==> run_1/final_congestion.png <==
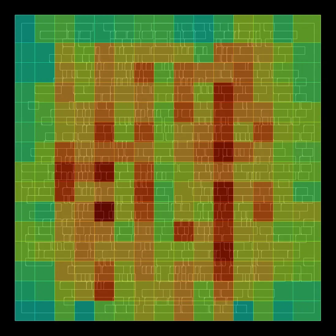
==> run_1/gate_families.png <==
(4 px per um)
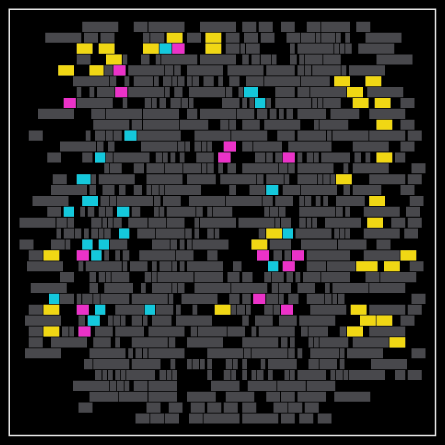
==> run_1/zoom.png <==
Region (38, 59) to (68, 89) um. Cells in gray, sequential cells in the stronger gray; small squares are vias.
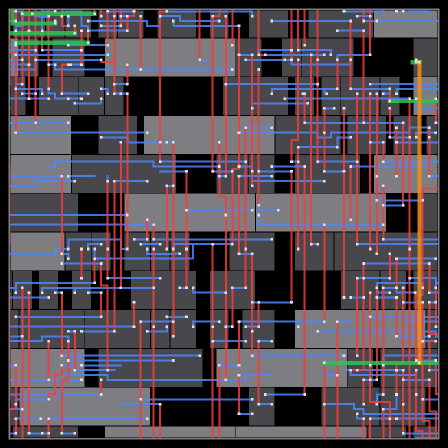
$ cat src/rtl/csa_accum_resolve.sv
// Carry-save accumulator for the GEMV reduction tree: 4:2-compresses each incoming
// sum/carry pair into a redundant accumulator, then resolves it with a split two-cycle add.
module csa_accum_resolve #(
  parameter int S_WIDTH   = 18,
  parameter int C_WIDTH   = 17,
  parameter int ACC_WIDTH = 24,
  parameter int CNT_WIDTH = 8
) (
  input  logic                 clk,
  input  logic                 rst_n,
  input  logic                 in_valid,
  output logic                 in_ready,
  input  logic [S_WIDTH-1:0]   in_sum,
  input  logic [C_WIDTH-1:0]   in_carry,
  input  logic                 in_last,
  output logic                 out_valid,
  input  logic                 out_ready,
  output logic [ACC_WIDTH-1:0] out_data,
  output logic [CNT_WIDTH-1:0] out_beats
);

  localparam int HALF = ACC_WIDTH / 2;

  typedef enum logic [1:0] {
    ACCUM      = 2'd0,
    RESOLVE_LO = 2'd1,
    RESOLVE_HI = 2'd2,
    OUT        = 2'd3
  } state_t;

  state_t state, next_state;

  logic [ACC_WIDTH-1:0] acc_s, acc_c;
  logic [CNT_WIDTH-1:0] beat_count;
  logic [HALF-1:0]      lo;
  logic                 lo_carry;

  logic                 accept, handshake;
  logic [ACC_WIDTH-1:0] sum_ext, carry_ext;
  logic [ACC_WIDTH-1:0] s1, c1, s2, c2;
  logic [HALF:0]        lo_sum;
  logic [HALF-1:0]      hi_sum;

  assign accept    = in_valid & in_ready;
  assign handshake = out_valid & out_ready;

  assign sum_ext   = {{(ACC_WIDTH-S_WIDTH){1'b0}}, in_sum};
  assign carry_ext = {{(ACC_WIDTH-C_WIDTH){1'b0}}, in_carry};

  // Two 3:2 layers; carries shift left and drop the top bit, giving mod 2^ACC_WIDTH.
  assign s1 = acc_s ^ acc_c ^ sum_ext;
  assign c1 = ((acc_s & acc_c) | (acc_s & sum_ext) | (acc_c & sum_ext)) << 1;
  assign s2 = s1 ^ c1 ^ carry_ext;
  assign c2 = ((s1 & c1) | (s1 & carry_ext) | (c1 & carry_ext)) << 1;

  assign lo_sum = {1'b0, acc_s[HALF-1:0]} + {1'b0, acc_c[HALF-1:0]};
  assign hi_sum = acc_s[ACC_WIDTH-1:HALF] + acc_c[ACC_WIDTH-1:HALF]
                + {{(HALF-1){1'b0}}, lo_carry};

  always_ff @(posedge clk or negedge rst_n) begin
    if (!rst_n) state <= ACCUM;
    else        state <= next_state;
  end

  always_comb begin
    next_state = state;
    in_ready   = 1'b0;
    out_valid  = 1'b0;
    case (state)
      ACCUM: begin
        in_ready = 1'b1;
        if (accept && in_last) next_state = RESOLVE_LO;
      end
      RESOLVE_LO: next_state = RESOLVE_HI;
      RESOLVE_HI: next_state = OUT;
      OUT: begin
        out_valid = 1'b1;
        if (out_ready) next_state = ACCUM;
      end
      default: next_state = ACCUM;
    endcase
  end

  always_ff @(posedge clk or negedge rst_n) begin
    if (!rst_n) begin
      acc_s      <= '0;
      acc_c      <= '0;
      beat_count <= '0;
      lo         <= '0;
      lo_carry   <= 1'b0;
      out_data   <= '0;
      out_beats  <= '0;
    end else begin
      if (accept) begin
        acc_s <= s2;
        acc_c <= c2;
        if (beat_count != {CNT_WIDTH{1'b1}}) beat_count <= beat_count + 1'b1;
      end
      if (state == RESOLVE_LO) begin
        lo       <= lo_sum[HALF-1:0];
        lo_carry <= lo_sum[HALF];
      end
      if (state == RESOLVE_HI) begin
        out_data  <= {hi_sum, lo};
        out_beats <= beat_count;
      end
      // The accumulator is cleared only once the consumer has taken the result.
      if (handshake) begin
        acc_s      <= '0;
        acc_c      <= '0;
        beat_count <= '0;
      end
    end
  end

endmodule

$ cat config.mk
export PLATFORM = sky130hd
export DESIGN_NAME = csa_accum_resolve
export DESIGN_NICKNAME = d
export VERILOG_FILES = /design/src/rtl/csa_accum_resolve.sv
export SDC_FILE = /design/constraint.sdc
export NUM_CORES = 1
export LEC_CHECK = 0
export ABC_CLOCK_PERIOD_IN_PS = 3200
export CAP_MARGIN = 10
export CORE_MARGIN = 2
export CORE_UTILIZATION = 56
export CTS_CLUSTER_SIZE = 14
export DETAILED_ROUTE_END_ITERATION = 12
export GPL_ROUTABILITY_DRIVEN = 0
export HOLD_SLACK_MARGIN = 0.08
export PLACE_DENSITY = 0.81
export SETUP_SLACK_MARGIN = 0.1
export SYNTH_ARGS = -nofsm -noshare
export SYNTH_HDL_FRONTEND = slang
export SYNTH_SLANG_ARGS = --single-unit
$ cat constraint.sdc
create_clock -name clk -period 3.2 [get_ports clk]
set_clock_uncertainty 0.2 [all_clocks]
set_input_delay 0.64 -clock clk [delete_from_list [all_inputs] [get_ports clk]]
set_output_delay 0.64 -clock clk [all_outputs]
set_load 0.03 [all_outputs]
==> notes.md, run 1 <==
yosys + openroad results -> final setup fails=0, CTS max path bufs=2, die area=11300 um2, overall power=6250 uW, critical path cell sequence=inv_1, ha_1, clkdlybuf4s50_1, CTS Buf Count=9, Least-Margin Pin Slew=785 ps, outcome=completed, WP buf/inv=2, Required @ worst endpoint=between 2000 and 2500 ps, CTS resizes=0, Slew Viols, Final=0, nets=723, antenna violations before repair=0, Post-synth seq share=between 40% and 50%, Fin Setup TNS=0 ps, Final min period=2690 ps, clk_lat worst skew=around 380 ps, Inst Count DP=734, family with the most delay on the worst path=buffers and inverters, FF-to-FF path depth=7, post-route DRC violation count=0, Post-CTS Setup Repair Bufs=0, post-synth top area cell=dfrtp_1, cells after synthesis=538, depth of the CTS H-tree=3, clock root buffer=clkbuf_8, vias in the first global route=approximately 4500, clk slew on worst S/H paths=100 ps, post-cts hold-fix buffer tally=0, share of cells above drive strength 1=10.7%, most instantiated logic cells after routing=103 x nand2_1, 102 x dfrtp_1, 72 x clkdlybuf4s50_1, 60 x a21oi_1, 40 x fa_1, final period utilization=between 80% and 90%, crit start category=flip-flop, Die Span Y=roughly 110 um, Rel. slew slack=a little under half, top post-synthesis cells by area=dfrtp_1 44%, fa_1 14%, ha_1 7.3%, Synth Area per Inst=10.9 um2, largest net degree at the start of global routing=roughly 60, Final Hold Fails=0, drt wl/cell=16.6 um, vias post-DR=approximately 4300, gr ovfl total=0, Antenna Cells=0, fp util=57.2%, aoi share=13.1%, Metal-1 WL=5600 um, Tool Warnings=33, Post-synth mux share=6.39%, RSZ-0062 raised after global routing=false, I/O pins=about 74, CTS tree=built, busiest grt layer=met2, Adder Share, Synth=21.0%, post-synthesis cell area=5850 um2, reg2reg start=acc_s[1]$_DFFE_PN0P_, DP Worst Slack=464 ps, Setup crit start=state[1]$_DFFE_PN0P_, first-pass GRT wire length=21900 um, Crit. End Element=output port, Initial DRC Count=216, yosys stat area=5850 um2, Routed Antenna Nets=0, CP Class=flip-flop to output port, Floorplan Nets=652, cell total in the yosys stat output=538, R2R setup slack=590 ps, FP Rows=37, share of flip-flops with an asynchronous set or reset=100%, Critical Path Slowest Stage Cell=clkdlybuf4s50_1, Top cell area share=43.6%, RR Endpoint=lo[9]$_DFFE_PN0N_, hpwl dp=8810 um, total routed wirelength=12400 um, count of library flops with an enable pin=0, Port Buffers=73, core region area=between 10000 and 15000 um2, count of warnings emitted by yosys=0, Vias/cell=5.67
Notes on final_congestion.png above:
M3 GR Usage: 3.25%
met2 Track Usage GR: 40.2%
Final Util: 68.3%
grt met1 use: 34.0%
GRT Resource Usage Total: 24.4%

Notes on gate_families.png above:
color	family	cells
cyan	AND-OR and OR-AND gates	20
yellow	multiplexers	33
magenta	XOR/XNOR gates	15
most frequent logic cell in the layout: nand2_1
final cell count without fillers: 750
logic share of the area: 45.3%

Notes on zoom.png above:
color	layer
green	met3
blue	met1
red	met2
orange	met4
cells with their middle in the window	68
netlist names of flops here include	`acc_c` (3), `acc_s` (2)
most frequent	nand2_1 (12), dfrtp_1 (8), ha_1 (7)
sequential cells in the window	8

[run 1: layout make-up]
type	instances	area [um2]	share of cell area (%)
Clock buffer	9	124	1.77
Clock inverter	7	123	1.75
Inverter	13	48.8	0.698
Multi-Input combinational cell	401	3170	45.3
Sequential cell	102	2550	36.5
Tap cell	136	170	2.43
Timing Repair Buffer	82	808	11.6
[run 1: metrics by stage]
stage	instance area, um2	utilization (%)	hold slack [ps]
2_1_floorplan	5850	-	144
6_report	6990	68.3	127
4_1_cts	6990	68.3	160
3_3_place_gp	6750	65.9	274
3_5_place_dp	6750	65.9	277
5_1_grt	6990	68.3	203
[run 1: where the power goes]
group | switching [uW] | internal (uW)
Combinational | 1730 | 1430
Sequential | 374 | 1730
Clock | 468 | 522
Total | 2570 | 3680
[run 1: Yosys cell counts, types with 2 or more instances]
| cell | n |
|---|---|
| nand4_1 | 4 |
| nor2_1 | 20 |
| nor2b_1 | 2 |
| xor2_1 | 4 |
| and3_1 | 5 |
| a31oi_1 | 3 |
| o211ai_1 | 3 |
| a21oi_1 | 60 |
| and2_1 | 2 |
| xnor2_1 | 11 |
| ha_1 | 34 |
| o31a_1 | 2 |
| o21a_1 | 6 |
| nand3b_1 | 2 |
| o311ai_0 | 2 |
| dfrtp_1 | 102 |
| clkbuf_1 | 18 |
| and4_1 | 2 |
| nor3_1 | 7 |
| nand2_1 | 103 |
| nand3_1 | 5 |
| o22ai_1 | 2 |
| mux2_2 | 31 |
| inv_1 | 13 |
| a21o_1 | 6 |
| o31ai_1 | 3 |
| nand2b_1 | 2 |
| or3_1 | 2 |
| buf_2 | 2 |
| o21ai_0 | 16 |
| a211oi_1 | 4 |
| fa_1 | 40 |
| buf_1 | 2 |
| o21bai_1 | 2 |
==> run 2, diff against run 1 <==
- ABC_CLOCK_PERIOD_IN_PS: 3200 -> 2190
- CORE_UTILIZATION: 56 -> 51
- PLACE_DENSITY: 0.81 -> 0.77
- clock period: 3.2 -> 2.19 ns (I/O delays scaled with it)
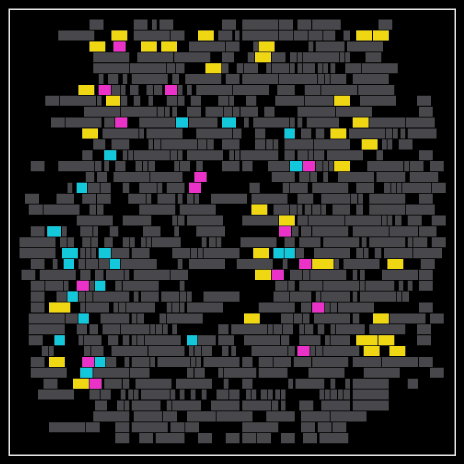
(run_2/gate_families.png)
(4 px per um)
color	family	cells
magenta	XOR/XNOR gates	15
yellow	multiplexers	33
cyan	AND-OR and OR-AND gates	20
final cell count without fillers: 785
logic share of the area: 44.9%

==> run 2 against run 1 <==
The flow now finishes with violations (setup timing). Clock power rose by 52%. Highest routed layer unchanged. Combinational power rose by 65%. Largest power group unchanged. Register-to-register slack got worse by 740 ps. Cell area rose by 6.9%.
==> notes.md, run 2 <==
yosys + openroad results -> largest net degree at the start of global routing=48 (-21%), Antenna Cells=0 (unchanged), Least-Margin Pin Slew=492 ps (-293 ps), FMAX=428 MHz, failing checks=setup timing, Hold Path Cell Cnt=1, Inst Count DP=757 (+3.1%), cell with the most instances after synthesis=nand2_1, max-cap violation count=0, Slew Viols, Final=0 (unchanged), Final min period=2340 ps, Hold Crit Class=flip-flop to flip-flop, gr ovfl total=0 (unchanged), post-route DRC violation count=0 (unchanged), Synth Flop Type=dfrtp_1, Seq pwr share=31.6% (-2.1 points), cells after synthesis=538 (unchanged), DP Worst Slack=-323 ps (-787 ps), depth of the CTS H-tree=3 (unchanged), family with the most delay on the worst path=AND-OR/OR-AND gates, Slowest Stage Delay on Critical Path=around 400 ps, switching share of power=40.3% (-0.74 points), dpl cell area=6920 um2 (+2.6%), die area=12300 um2 (+9.4%), count of warnings emitted by yosys=0 (unchanged), Setup crit start=acc_s[12]$_DFFE_PN0P_, WP buf/inv=1 (-1), Routed Antenna Nets=0 (unchanged), hpwl dp=9060 um (+2.9%), I/O pins=74 (unchanged), Final Instance Area=7480 um2 (+6.9%), RSZ-0062 raised after global routing=true, clk_lat worst skew=350 ps (-30 ps), reg2reg start=acc_s[12]$_DFFE_PN0P_, Internal=5840 uW (+59%), antenna violations before repair=0 (unchanged), top post-synthesis cells by area=dfrtp_1 44%, fa_1 14%, ha_1 7.3%, Top Consumer=combinational cells, CTS Buf Count=9 (unchanged), drt wl/cell=16.5 um (-0.59%), Clock net power=1500 uW (+52%), core region area=11300 um2 (+11%), clk slew on worst S/H paths=70 ps (-30 ps), Setup WS post-layout=-146 ps, combinational power=5190 uW (+65%), Vias/cell=5.61 (-1.0%), CP Class=flip-flop to flip-flop, Lkg Pwr=0.00336 uW, hold_sp=out_data[16]$_DFFE_PN0P_, Psw=3950 uW (+54%), clock power share=15.4% (-0.4 points), CP Max Fanout=4, FF-to-FF path depth=8 (+1), Max IR drop VDD=about 670 uV, Die Span Y=111 um (+4.6%), Synth Area per Inst=10.9 um2 (unchanged), Crit path depth=8, pwr dens=1310 nW/um2, count of library flops with an enable pin=0 (unchanged), post-cts hold-fix buffer tally=1 (+1), fp util=51.7% (-5.5 points), CTS max path bufs=2 (unchanged), Port Buffers=73 (unchanged), final setup fails=8 (+8), critical path cell sequence=fa_2, inv_2, fa_2, nor2b_2, o31a_1, o21a_1, o21a_1, o31ai_2, Final Hold Fails=0 (unchanged), area grow syn2layout=27.8%, share of flip-flops with an asynchronous set or reset=100% (unchanged), final period utilization=107%, Netlist cell types=50, #FFs+latches synth=approximately 100, post-synth top area cell=dfrtp_1, most frequent logic cell in the layout=nand2_1, Rel. slew slack=67.2% (+20 points), first-pass GRT wire length=22000 um (+0.28%), Tool Warnings=36 (+9.1%), FP Rows=39 (+5.4%), Arrival @ worst endpoint=~2400 ps, Initial DRC Count=255 (+18%), DIE WIDTH=~110 um, Top cell area share=43.6% (unchanged), post-synthesis cell area=5850 um2 (unchanged), clock root buffer=clkbuf_16, Power Sequential=3090 uW (+46%), CTS sink cnt=102, Floorplan Nets=652 (unchanged), combinational share of power=53.0% (+2.5 points), most instantiated logic cells after routing=103 x nand2_1, 99 x dfrtp_1, 68 x clkdlybuf4s50_1, 53 x a21oi_1, 36 x fa_1, Post-CTS Setup Repair Bufs=4 (+4), Post-synth seq share=43.6% (unchanged), share of cells above drive strength 1=19.8% (+9.0 points), CTS resizes=23 (+23), 1st-pass router iterations=4, nets=752 (+4.0%), crit start category=flip-flop, yosys stat area=5850 um2 (unchanged), Crit. End Element=flip-flop, Hold WS=291 ps (+165 ps), cell total in the yosys stat output=538 (unchanged), largest registers=acc_s (24), out_data (24), acc_c (23), CTS tree=built, Critical Path Slowest Stage Cell=dfrtp_1, vias in the first global route=4489 (-0.067%), total routed wirelength=12900 um (+4.1%), Synth top cells by count=103 x nand2_1, 102 x dfrtp_1, 60 x a21oi_1, Required @ worst endpoint=2250 ps (-110 ps), outcome=complete, but fails checks
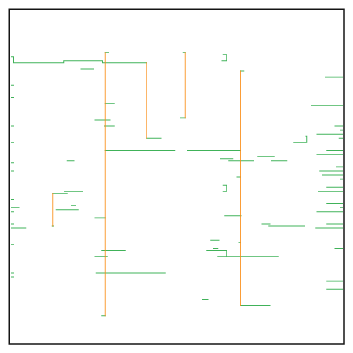
(run_2/metal_stack.png)
(3 px per um) Only two layers are drawn.
color	layer	wire length
green	met3	412 um
orange	met4	224 um
GRT Resource Usage Total: 22.1%
vias post-DR: 4404

==> run 2: cell count changes in the layout (fill, tap and decap cells not counted), sizes merged <==
| cell | change |
|---|---|
| dlygate4sd2 | +2 |
| clkinv | -1 |
| buf | +29 |
| clkdlybuf4s50 | -4 |
| clkinvlp | -2 |
| dlymetal6s2s | +1 |
| dlygate4sd3 | +1 |
| clkbuf | +5 |
| bufinv | -3 |
==> run 2: kinds of logic after synthesis <==
family	Yosys count	share of synthesized area, %
buf+inv	35	2.29
mux	33	6.39
fa+ha+maj	74	21.0
simple gates	157	11.4
xor+xnor	15	2.25
compound gates	122	13.1
flops	102	43.6
==> run 2: per-stage QoR <==
step / setup TNS, ps / utilization (%) / power, uW
floorplan: -28.0 / - / 6260
global placement: -3670 / 61.1 / 7650
detailed placement: -4800 / 61.1 / 7900
CTS: -337 / 64.2 / 9560
global route: -1360 / 66.0 / 10500
finish: -538 / 66.0 / 9790
==> run 2: area by class of cell <==
cell class / count / area [um2]
clock inverters: 1 / 5.00
fillers: 876 / 3840
clock buffers: 14 / 264
inverters: 13 / 48.8
well taps: 143 / 179
multi-input cells: 401 / 3360
repair buffers: 111 / 1070
flip-flops and latches: 102 / 2560
==> run 2: per-layer routing <==
layer	track usage [%]	routed length (um)
met5	0	0
met4	8.07	223
met3	3.06	411
met2	34.5	6270
met1	31.9	6010
==> run 2: final timing paths <==
check                                      endpoint  slack, ps
max in group asynchronous      acc_c[3]$_DFFE_PN0P_        790
max reg2reg                out_data[18]$_DFFE_PN0P_       -150
min reg2reg                out_data[16]$_DFFE_PN0P_        290
min in group asynchronous         lo[9]$_DFFE_PN0N_        390
max                        out_data[18]$_DFFE_PN0P_       -150
min                        out_data[16]$_DFFE_PN0P_        290
==> run 3, diff against run 2 <==
- CORE_MARGIN: 2 -> default
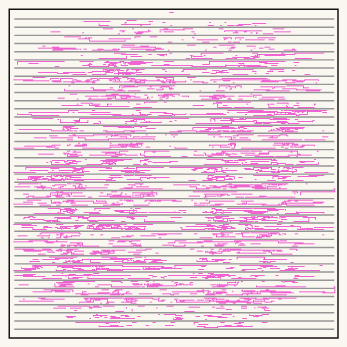
(run_3/met1.png)
(3 px per um) Supply wires on this layer in gray.
nets with wire on the layer	656
wire length on this layer	5800 um
main direction	horizontal
share of all routed wire	44%
grt met1 use: 32.3%
total routed wirelength: 13100 um
vias post-DR: 4422

==> run 3 against run 2 <==
The run still ends with setup timing left. First-iteration DRC count decreased by 13%. Cell area fell by 1.2%. Combinational power shrank 1%. Register-to-register slack gained 30 ps. Non-clock buffer count fell by 7. Die area decreased by 3.6%.
==> notes.md, run 3 <==
yosys + openroad results -> Port Buffers=73 (unchanged), largest registers=acc_s (24), out_data (24), acc_c (23), reg2reg start=acc_s[12]$_DFFE_PN0P_, CTS Buf Count=9 (unchanged), Initial DRC Count=222 (-13%), Netlist cell types=50 (unchanged), post-route DRC violation count=0 (unchanged), Max IR drop VDD=711 uV (+5.7%), max-cap violation count=0 (unchanged), outcome=complete, but fails checks, Routed Antenna Nets=0 (unchanged), area grow syn2layout=26.2%, Die Span Y=109 um (-1.8%), CTS tree=built, Post-CTS Setup Repair Bufs=2 (-2), CTS sink cnt=102 (unchanged), cells after synthesis=538 (unchanged), share of flip-flops with an asynchronous set or reset=100% (unchanged), 1st-pass router iterations=4 (unchanged), CP Class=flip-flop to flip-flop, DP Worst Slack=-329 ps (-5.37 ps), final period utilization=105% (-1.2 points), top post-synthesis cells by area=dfrtp_1 44%, fa_1 14%, ha_1 7.3%, hold_sp=out_data[21]$_DFFE_PN0P_, post-synth top area cell=dfrtp_1, Vias/cell=5.70 (+1.6%), CTS max path bufs=2 (unchanged), Synth Area per Inst=10.9 um2 (unchanged), RR Endpoint=out_data[18]$_DFFE_PN0P_, #FFs+latches synth=102 (unchanged), final setup fails=6 (-2), Crit. End Element=flip-flop, Post-synth seq share=43.6% (unchanged), Slew Viols, Final=0 (unchanged), largest net degree at the start of global routing=56 (+17%), Final min period=2310 ps (-26.5 ps), WP buf/inv=1 (unchanged), Least-Margin Pin Slew=477 ps (-14.5 ps), clk_lat worst skew=340 ps (about the same), Final Hold Fails=0 (unchanged), DIE WIDTH=109 um (-1.8%), Synth Flop Type=dfrtp_1, most frequent logic cell in the layout=nand2_1, final cell count without fillers=776 (-1.1%), clk slew on worst S/H paths=70 ps (about the same), CP Max Fanout=4 (unchanged), fp util=53.0% (+1.4 points), FP Rows=38 (-2.6%), depth of the CTS H-tree=3 (unchanged), hpwl dp=9040 um (-0.23%), Top cell area share=43.6% (unchanged), Hold Path Cell Cnt=2 (+1), R2R setup slack=-120 ps (+30 ps), FMAX=433 MHz (+1.1%), Fin Setup TNS=-341 ps (+197 ps), most instantiated logic cells after routing=103 x nand2_1, 101 x dfrtp_1, 68 x clkdlybuf4s50_1, 53 x a21oi_1, 37 x fa_1, vias in the first global route=4498 (+0.20%), die area=11900 um2 (-3.6%), Antenna Cells=0 (unchanged), gr ovfl total=0 (unchanged), post-cts hold-fix buffer tally=1 (unchanged), Arrival @ worst endpoint=2360 ps (-30 ps), I/O pins=74 (unchanged), pwr dens=1310 nW/um2 (+0.29%), antenna violations before repair=0 (unchanged), clock root buffer=clkbuf_16, post-synthesis cell area=5850 um2 (unchanged), crit start category=flip-flop, critical path cell sequence=fa_2, inv_2, fa_2, nor2b_2, o31a_1, o21a_1, o21a_1, o31ai_1, Rel. slew slack=67.8% (+0.63 points), family with the most delay on the worst path=AND-OR/OR-AND gates, Lkg Pwr=0.00332 uW (-1.3%), Inst Count DP=754 (-0.40%), Setup crit start=acc_s[12]$_DFFE_PN0P_, nets=745 (-0.93%), Crit path depth=8 (unchanged), Synth top cells by count=103 x nand2_1, 102 x dfrtp_1, 60 x a21oi_1, count of library flops with an enable pin=0 (unchanged), yosys stat area=5850 um2 (unchanged), Setup WS post-layout=-120 ps (+26.5 ps), CTS resizes=26 (+13%), RSZ-0062 raised after global routing=true, cell total in the yosys stat output=538 (unchanged), Required @ worst endpoint=2240 ps (about the same), count of warnings emitted by yosys=0 (unchanged), crit path to=out_data[18]$_DFFE_PN0P_, hold endpoint=out_data[21]$_DFFE_PN0P_, Critical Path Slowest Stage Cell=dfrtp_1, Slowest Stage Delay on Critical Path=410 ps (about the same), core region area=11000 um2 (-2.6%), Floorplan Nets=652 (unchanged), FF-to-FF path depth=8 (unchanged), failing checks=setup timing, cell with the most instances after synthesis=nand2_1, first-pass GRT wire length=21600 um (-1.9%), Tool Warnings=36 (unchanged), Hold Crit Class=flip-flop to flip-flop, share of cells above drive strength 1=17.6% (-2.2 points)
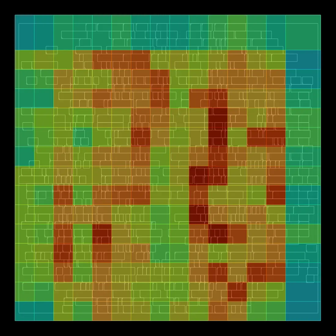
(run_3/final_congestion.png)
drt wl/cell: 16.8 um
Final Util: 66.9%
M3 GR Usage: 4.90%
GRT Resource Usage Total: 23.6%

==> run 3: per-stage QoR <==
| step | area, um2 | hold WS [ps] | total power, uW |
|---|---|---|---|
| 6_report | 7380 | 296 | 9700 |
| 5_1_grt | 7380 | 321 | 10500 |
| 4_1_cts | 7280 | 302 | 9550 |
| 3_5_place_dp | 6920 | 202 | 7910 |
| 3_3_place_gp | 6920 | 193 | 7640 |
| 2_1_floorplan | 5870 | -57.6 | 6260 |
==> run 3: logic make-up (layout without fill, tap and decap cells) <==
| family | count (synthesis) | after routing | share of synthesized area [%] |
|---|---|---|---|
| AOI/OAI and AO/OA | 122 | 122 | 13.1 |
| muxes | 33 | 33 | 6.39 |
| buffers and inverters | 35 | 133 | 2.29 |
| xor gates and xnor gates | 15 | 15 | 2.25 |
| DFF | 102 | 102 | 43.6 |
| and+or+nand+nor | 157 | 157 | 11.4 |
| adders and majority gates | 74 | 74 | 21.0 |
==> run 3: final cells by class <==
cell class	instances	area [um2]
clock inverters	5	36.3
fillers	887	3650
multi-input cells	401	3330
inverters	13	48.8
clock buffers	11	233
flip-flops and latches	102	2550
well taps	140	175
repair buffers	104	1010
==> run 3: per-layer routing <==
layer | part of all wire (%) | track usage [%] | vias to the layer above
met1 | 44 | 32.3 | 2239
met2 | 50 | 38.2 | 115
li1 | - | - | 2051
met4 | 1.3 | 6.08 | 0
met5 | 0 | 0 | -
met3 | 3.9 | 4.90 | 17
==> run 3: report_power, final <==
part | internal, uW | leakage [uW] | total, uW | switching [uW]
combinational | 2420 | 0.00187 | 5120 | 2700
clock | 772 | 0.000122 | 1470 | 695
sequential | 2540 | 0.00133 | 3110 | 568
No activity file was given, so power comes from the tool's default toggle rates.
